==> src/rtl/ahb_reg_slave.sv <==
// AHB-Lite register-file slave: NUM_REGS x DATA_WIDTH registers, optional wait states, byte-lane writes.
// Define AHB_REG_SLAVE_ERR_RESP_EN to give illegal transfers a two-cycle ERROR response (ERR1/ERR2).
module ahb_reg_slave #(
    parameter int ADDR_WIDTH  = 12,
    parameter int DATA_WIDTH  = 32,
    parameter int NUM_REGS    = 16,
    parameter int WAIT_STATES = 0
) (
    input  logic                  HCLK,
    input  logic                  HRESET,
    input  logic                  HSELx,
    input  logic [ADDR_WIDTH-1:0] HADDR,
    input  logic [1:0]            HTRANS,
    input  logic                  HWRITE,
    input  logic [2:0]            HSIZE,
    input  logic [2:0]            HBURST,
    input  logic [DATA_WIDTH-1:0] HWDATA,
    input  logic                  HREADY_IN,
    output logic [DATA_WIDTH-1:0] HRDATA,
    output logic                  HREADY_OUT,
    output logic [1:0]            HRESP,
    output logic                  XFER_ERROR_ACCESS
);

    localparam int NUM_BYTES = DATA_WIDTH / 8;
    localparam int ALSB      = $clog2(NUM_BYTES);
    localparam int IDXW      = ADDR_WIDTH - ALSB;
    localparam int RIW       = (NUM_REGS > 1) ? $clog2(NUM_REGS) : 1;

    localparam logic [2:0]    MAX_SIZE   = 3'(ALSB);
    localparam logic [IDXW:0] NUM_REGS_L = (IDXW + 1)'(NUM_REGS);
    localparam logic [3:0]    WAIT_INIT  = 4'(WAIT_STATES);

    localparam logic [2:0] S_IDLE = 3'd0;
    localparam logic [2:0] S_WAIT = 3'd1;
    localparam logic [2:0] S_DATA = 3'd2;
`ifdef AHB_REG_SLAVE_ERR_RESP_EN
    localparam logic [2:0] S_ERR1 = 3'd3;
    localparam logic [2:0] S_ERR2 = 3'd4;
`endif

    logic [2:0]            r_state;
    logic [2:0]            w_state_next;
    logic [3:0]            r_wait_cnt;
    logic [3:0]            w_wait_cnt_next;
    logic [ALSB-1:0]       r_addr_lo;
    logic [RIW-1:0]        r_idx;
    logic [2:0]            r_size;
    logic                  r_write;
    logic                  r_err;
    logic [DATA_WIDTH-1:0] r_regs [NUM_REGS];

    logic [IDXW-1:0]       w_idx;
    logic [ALSB-1:0]       w_offset;
    logic [ALSB-1:0]       w_size_mask;
    logic                  w_err;
    logic                  w_can_accept;
    logic                  w_accept;
    logic                  w_wr_en;
    logic                  w_rd_en;
    logic [NUM_BYTES-1:0]  w_be;
    logic                  w_unused;

    assign w_unused = ^{HBURST, HTRANS[0]};

    // Address-phase decode of the transfer currently on the bus.
    assign w_idx       = HADDR[ADDR_WIDTH-1:ALSB];
    assign w_offset    = HADDR[ALSB-1:0];
    assign w_size_mask = ~({ALSB{1'b1}} << HSIZE);
    assign w_err       = ({1'b0, w_idx} >= NUM_REGS_L)
                       | (HSIZE > MAX_SIZE)
                       | (|(w_offset & w_size_mask));

`ifdef AHB_REG_SLAVE_ERR_RESP_EN
    assign w_can_accept = (r_state == S_IDLE) | (r_state == S_DATA) | (r_state == S_ERR2);
`else
    assign w_can_accept = (r_state == S_IDLE) | (r_state == S_DATA);
`endif
    assign w_accept = HSELx & HTRANS[1] & HREADY_IN & w_can_accept;

    always_comb begin
        w_state_next    = r_state;
        w_wait_cnt_next = r_wait_cnt;
        case (r_state)
            S_WAIT: begin
                if (r_wait_cnt == 4'd1) begin
                    w_state_next = S_DATA;
                end else begin
                    w_wait_cnt_next = r_wait_cnt - 4'd1;
                end
            end
`ifdef AHB_REG_SLAVE_ERR_RESP_EN
            S_ERR1: w_state_next = S_ERR2;
`endif
            default: begin
                // IDLE, DATA and ERR2 all open a new address phase when one is accepted.
                if (w_accept) begin
`ifdef AHB_REG_SLAVE_ERR_RESP_EN
                    if (w_err) begin
                        w_state_next = S_ERR1;
                    end else
`endif
                    if (WAIT_STATES > 0) begin
                        w_state_next    = S_WAIT;
                        w_wait_cnt_next = WAIT_INIT;
                    end else begin
                        w_state_next = S_DATA;
                    end
                end else begin
                    w_state_next = S_IDLE;
                end
            end
        endcase
    end

    always_ff @(posedge HCLK or posedge HRESET) begin
        if (HRESET) begin
            r_state    <= S_IDLE;
            r_wait_cnt <= 4'd0;
            r_addr_lo  <= '0;
            r_idx      <= '0;
            r_size     <= 3'd0;
            r_write    <= 1'b0;
            r_err      <= 1'b0;
        end else begin
            r_state    <= w_state_next;
            r_wait_cnt <= w_wait_cnt_next;
            if (w_accept) begin
                r_addr_lo <= w_offset;
                r_idx     <= w_idx[RIW-1:0];
                r_size    <= HSIZE;
                r_write   <= HWRITE;
                r_err     <= w_err;
            end
        end
    end

    // A lane is written when it falls in the same 2**size-byte block as the start address.
    for (genvar gi = 0; gi < NUM_BYTES; gi++) begin : g_lane
        localparam logic [ALSB-1:0] LANE = ALSB'(gi);
        assign w_be[gi] = ((LANE >> r_size) == (r_addr_lo >> r_size));
    end

    assign w_wr_en = (r_state == S_DATA) & r_write & ~r_err;
    assign w_rd_en = (r_state == S_DATA) & ~r_write & ~r_err;

    always_ff @(posedge HCLK or posedge HRESET) begin
        if (HRESET) begin
            for (int i = 0; i < NUM_REGS; i++) begin
                r_regs[i] <= '0;
            end
        end else if (w_wr_en) begin
            for (int b = 0; b < NUM_BYTES; b++) begin
                if (w_be[b]) begin
                    r_regs[r_idx][8*b +: 8] <= HWDATA[8*b +: 8];
                end
            end
        end
    end

    assign HRDATA = w_rd_en ? r_regs[r_idx] : '0;

`ifdef AHB_REG_SLAVE_ERR_RESP_EN
    assign HREADY_OUT        = ~((r_state == S_WAIT) | (r_state == S_ERR1));
    assign HRESP             = ((r_state == S_ERR1) | (r_state == S_ERR2)) ? 2'b01 : 2'b00;
    assign XFER_ERROR_ACCESS = (r_state == S_ERR1);
`else
    assign HREADY_OUT        = (r_state != S_WAIT);
    assign HRESP             = 2'b00;
    assign XFER_ERROR_ACCESS = 1'b0;
`endif

endmodule

==> config.mk <==
export PLATFORM = sky130hd
export DESIGN_NAME = ahb_reg_slave
export DESIGN_NICKNAME = d
export VERILOG_FILES = /design/src/rtl/ahb_reg_slave.sv
export SDC_FILE = /design/constraint.sdc
export NUM_CORES = 1
export LEC_CHECK = 0
export CORE_ASPECT_RATIO = 1.4
export CORE_UTILIZATION = 57
export CTS_BUF_LIST = sky130_fd_sc_hd__clkbuf_4 sky130_fd_sc_hd__clkbuf_8
export CTS_CLUSTER_DIAMETER = 30
export CTS_CLUSTER_SIZE = 40
export DETAILED_ROUTE_END_ITERATION = 7
export PLACE_DENSITY = 0.75
export SYNTH_ARGS = -nofsm -noshare
export SYNTH_HDL_FRONTEND = slang
export SYNTH_SLANG_ARGS = --single-unit
==> constraint.sdc <==
create_clock -name HCLK -period 16.29 [get_ports HCLK]
set_input_delay 1.629 -clock HCLK [delete_from_list [all_inputs] [get_ports HCLK]]
set_output_delay 1.629 -clock HCLK [all_outputs]
set_load 0.05 [all_outputs]
==> run_summary.xml, run 1 <==
<?xml version="1.0" encoding="UTF-8"?>
<metrics>
  <group name="outcome">
    <metric name="run_status" unit="">finished, violations left</metric>
    <metric name="violated_checks" unit="">DRC</metric>
  </group>
  <group name="critical_path">
    <metric name="crit_path_start_kind" unit="">flip-flop</metric>
    <metric name="critical_path_sink" unit="">HRDATA[7]</metric>
    <metric name="bufs_and_invs_on_worst_path" unit="">3</metric>
    <metric name="endpoint_kind" unit="">primary output</metric>
    <metric name="worst_path_largest_cell_delay" unit="ns">0.96</metric>
  </group>
  <group name="synthesis">
    <metric name="ys_async_sr_fraction" unit="">1.00</metric>
    <metric name="synthesis.instances" unit="">1535</metric>
    <metric name="synth.yosys.num_cells" unit="">1535</metric>
    <metric name="syn_area_per_cell" unit="µm²">16.3</metric>
    <metric name="synth_area_leader_cell" unit="">sky130_fd_sc_hd__dfrtp_1</metric>
    <metric name="ys.warnings.count" unit="">0</metric>
  </group>
  <group name="final_timing">
    <metric name="setup-tns-final" unit="ns">0</metric>
    <metric name="worstMarginPinSlew" unit="ns">1.16</metric>
    <metric name="count_of_final_hold_check_violations" unit="">0</metric>
  </group>
  <group name="drt">
    <metric name="drc_viols" unit="">4</metric>
    <metric name="drt-vias-per-instance" unit="">6.24</metric>
    <metric name="antenna_violation_net_count_after_detailed_routing" unit="">0</metric>
  </group>
  <group name="floorplanning">
    <metric name="num_rows" unit="">90</metric>
  </group>
  <group name="clock_tree">
    <metric name="clock_insertion_delay_worst_skew" unit="ns">0.66</metric>
  </group>
  <group name="grt">
    <metric name="first_pass_grt_wire_length" unit="mm">88.6</metric>
    <metric name="busiest_layer" unit="">met2</metric>
  </group>
  <group name="job">
    <metric name="cap_viol_max_count" unit="">0</metric>
  </group>
</metrics>
run 1: layout make-up:
class | count | area share
diodes | 1 | 0.0000881
clock buffers | 112 | 0.0523
clock inverters | 53 | 0.0233
inverters | 2 | 0.000529
multi-input cells | 886 | 0.400
flip-flops and latches | 524 | 0.462
well taps | 552 | 0.0243
repair buffers | 114 | 0.0375
run 1: power by group:
group / leakage (nW) / switching, mW / internal (mW) / total, mW
clock network: 1.07 / 0.585 / 0.799 / 1.38
registers: 7.23 / 0.0905 / 1.42 / 1.51
logic: 4.45 / 0.218 / 0.219 / 0.437
run 1: state kept, by name, summed over array words and instances (netlist names):
register   count
r_regs       512
r_state        1
r_idx          4
r_write        1
r_size         3
r_addr_lo      2
r_err          1
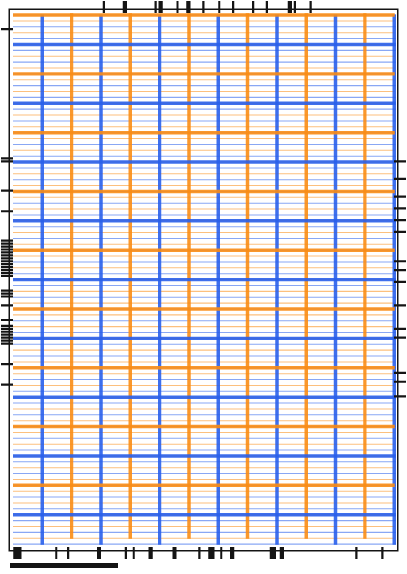
(run_1/pdn.png)
The bar under the picture is 50 µm long. Pins as bars on the die edge.
legend:
  VSS:
    colour: blue
  VDD:
    colour: orange
met4 straps: 13
rows: 90
met1 rails: 91
met5 straps: 18
overall die width: 179 µm
worst supply voltage drop on vdd: 0.0982 mV
die extent in y: 250 µm

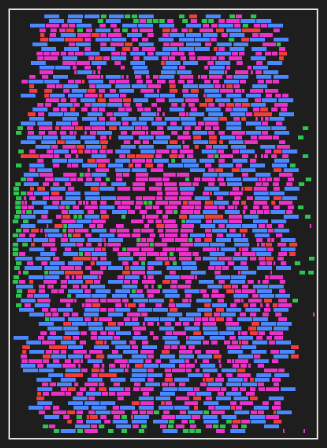
(run_1/cell_classes.png)
legend:
  other buffers and delay cells:
    colour: green
    cells: 114
    share_of_their_area: 3.8%
  all other logic:
    colour: magenta
    cells: 888
    share_of_their_area: 41%
  clock drivers and dummy loads:
    colour: red
    cells: 165
    share_of_their_area: 7.7%
  flip-flops:
    colour: blue
    cells: 524
    share_of_their_area: 47%

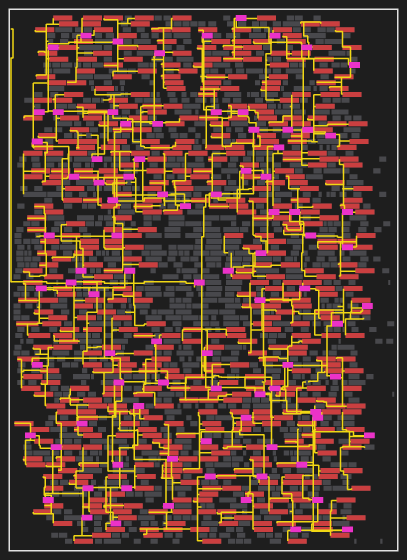
(run_1/clock_map.png)
legend:
  flip-flops:
    colour: red
    count: 524
  cells driving clock nets:
    colour: magenta
    count: 88
  clock wires:
    colour: yellow
    length: 6630 µm
routed clock nets: 89
flops lie: widely spread

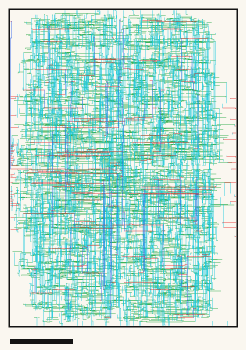
(run_1/metal_stack.png)
The bar under the picture is 50 µm long.
legend:
  met1:
    colour: green
    wire_length: 23.0 mm
  met2:
    colour: cyan
    wire_length: 28.3 mm
  met3:
    colour: red
    wire_length: 2330 µm
  met4:
    colour: blue
    wire_length: 1900 µm
WL/cell: 24.7 µm
GRT Resource Usage Total: 0.263
Post-Route WL: 55.5 mm

==> run 2: changes to the inputs <==
==> constraint.sdc (replaced) <==
create_clock -name HCLK -period 5.6 [get_ports HCLK]
set_input_delay 0.56 -clock HCLK [delete_from_list [all_inputs] [get_ports HCLK]]
set_output_delay 0.56 -clock HCLK [all_outputs]
set_load 0.05 [all_outputs]
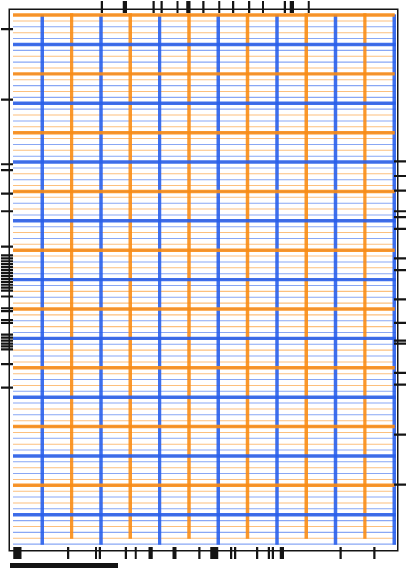
(run_2/pdn.png)
The bar under the picture is 50 µm long. Pins as bars on the die edge.
legend:
  VDD:
    colour: orange
  VSS:
    colour: blue
met4 straps: 13
signal pins: 93
met1 rails: 91

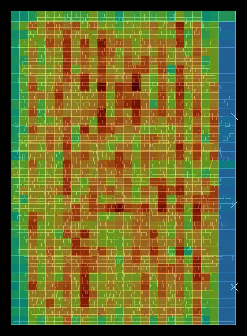
(run_2/final_congestion.png)
most congested layer reported by global routing: met2
met2 Use GR: 0.421
WL/cell: 24.2 µm
GRT Resource Usage Total: 0.258
Core Util, Final: 0.659

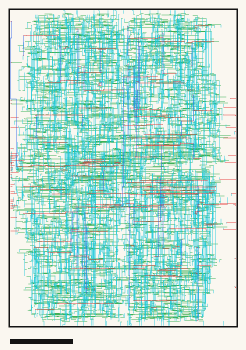
(run_2/metal_stack.png)
The bar under the picture is 50 µm long.
legend:
  met4:
    colour: blue
    wire_length: 1310 µm
  met2:
    colour: cyan
    wire_length: 27.4 mm
  met3:
    colour: red
    wire_length: 2310 µm
  met1:
    colour: green
    wire_length: 23.2 mm

==> run 2 against run 1 <==
Against the previous run:
- the run still ends with DRC left
- synthesized cell count unchanged
- via count about the same
- register-to-register slack lost 10 ns
- die area unchanged
- cell count fell by 0.31%
- global-route usage is 0.52 points lower
==> run_summary.xml, run 2 <==
<?xml version="1.0" encoding="UTF-8"?>
<metrics>
  <group name="outcome">
    <metric name="run_status" unit="">finished, violations left</metric>
    <metric name="violated_checks" unit="">DRC</metric>
  </group>
  <group name="drt">
    <metric name="drc_viols" unit="">7</metric>
    <metric name="antenna_violation_net_count_after_detailed_routing" unit="">0</metric>
    <metric name="routed_wirelength" unit="mm">54.2</metric>
  </group>
  <group name="pwr">
    <metric name="powerClk" unit="mW">4.15</metric>
    <metric name="combPwrFrac" unit="">0.131</metric>
    <metric name="vdd.ir_drop.worst" unit="mV">0.344</metric>
    <metric name="netSwitchingFraction" unit="">0.263</metric>
    <metric name="power.group.top" unit="">registers</metric>
    <metric name="power.sequential.total" unit="mW">4.38</metric>
    <metric name="cellInternalPower" unit="mW">7.23</metric>
  </group>
  <group name="final_timing">
    <metric name="worstMarginPinSlew" unit="ns">1.19</metric>
    <metric name="count_of_final_hold_check_violations" unit="">0</metric>
  </group>
  <group name="grt">
    <metric name="first_pass_grt_wire_length" unit="mm">87.9</metric>
  </group>
  <group name="finish">
    <metric name="max_flop_register" unit="">r_regs</metric>
    <metric name="largest_register_ffs" unit="">512</metric>
  </group>
  <group name="floorplanning">
    <metric name="dieHeight" unit="µm">250</metric>
    <metric name="die_x" unit="µm">179</metric>
  </group>
  <group name="synthesis">
    <metric name="syn_area_per_cell" unit="µm²">16.3</metric>
    <metric name="synth_area_leader_cell" unit="">sky130_fd_sc_hd__dfrtp_1</metric>
    <metric name="ys.warnings.count" unit="">0</metric>
  </group>
  <group name="critical_path">
    <metric name="endpoint_kind" unit="">primary output</metric>
    <metric name="worst_path_largest_cell_delay" unit="ns">1.25</metric>
    <metric name="crit_path_start_kind" unit="">flip-flop</metric>
  </group>
</metrics>
==> run 2: netlist changes by cell type in the layout (fill, tap and decap cells not counted), sizes merged <==
cell / previous run / this run
clkbuf: 112 / 103
clkinv: 15 / 17
buf: 30 / 29
inv: 16 / 11
bufinv: 11 / 17
==> run 2: final cells by class <==
| type | instances | area share |
|---|---|---|
| tap | 552 | 0.0242 |
| timing repair buffer | 113 | 0.0394 |
| antenna | 1 | 0.0000879 |
| multi-input combinational | 886 | 0.398 |
| inverter | 2 | 0.000395 |
| sequential | 524 | 0.461 |
| clock buffer | 103 | 0.0480 |
| clock inverter | 56 | 0.0287 |
Power figures rest on the tool's default switching activity, not on a simulated workload.
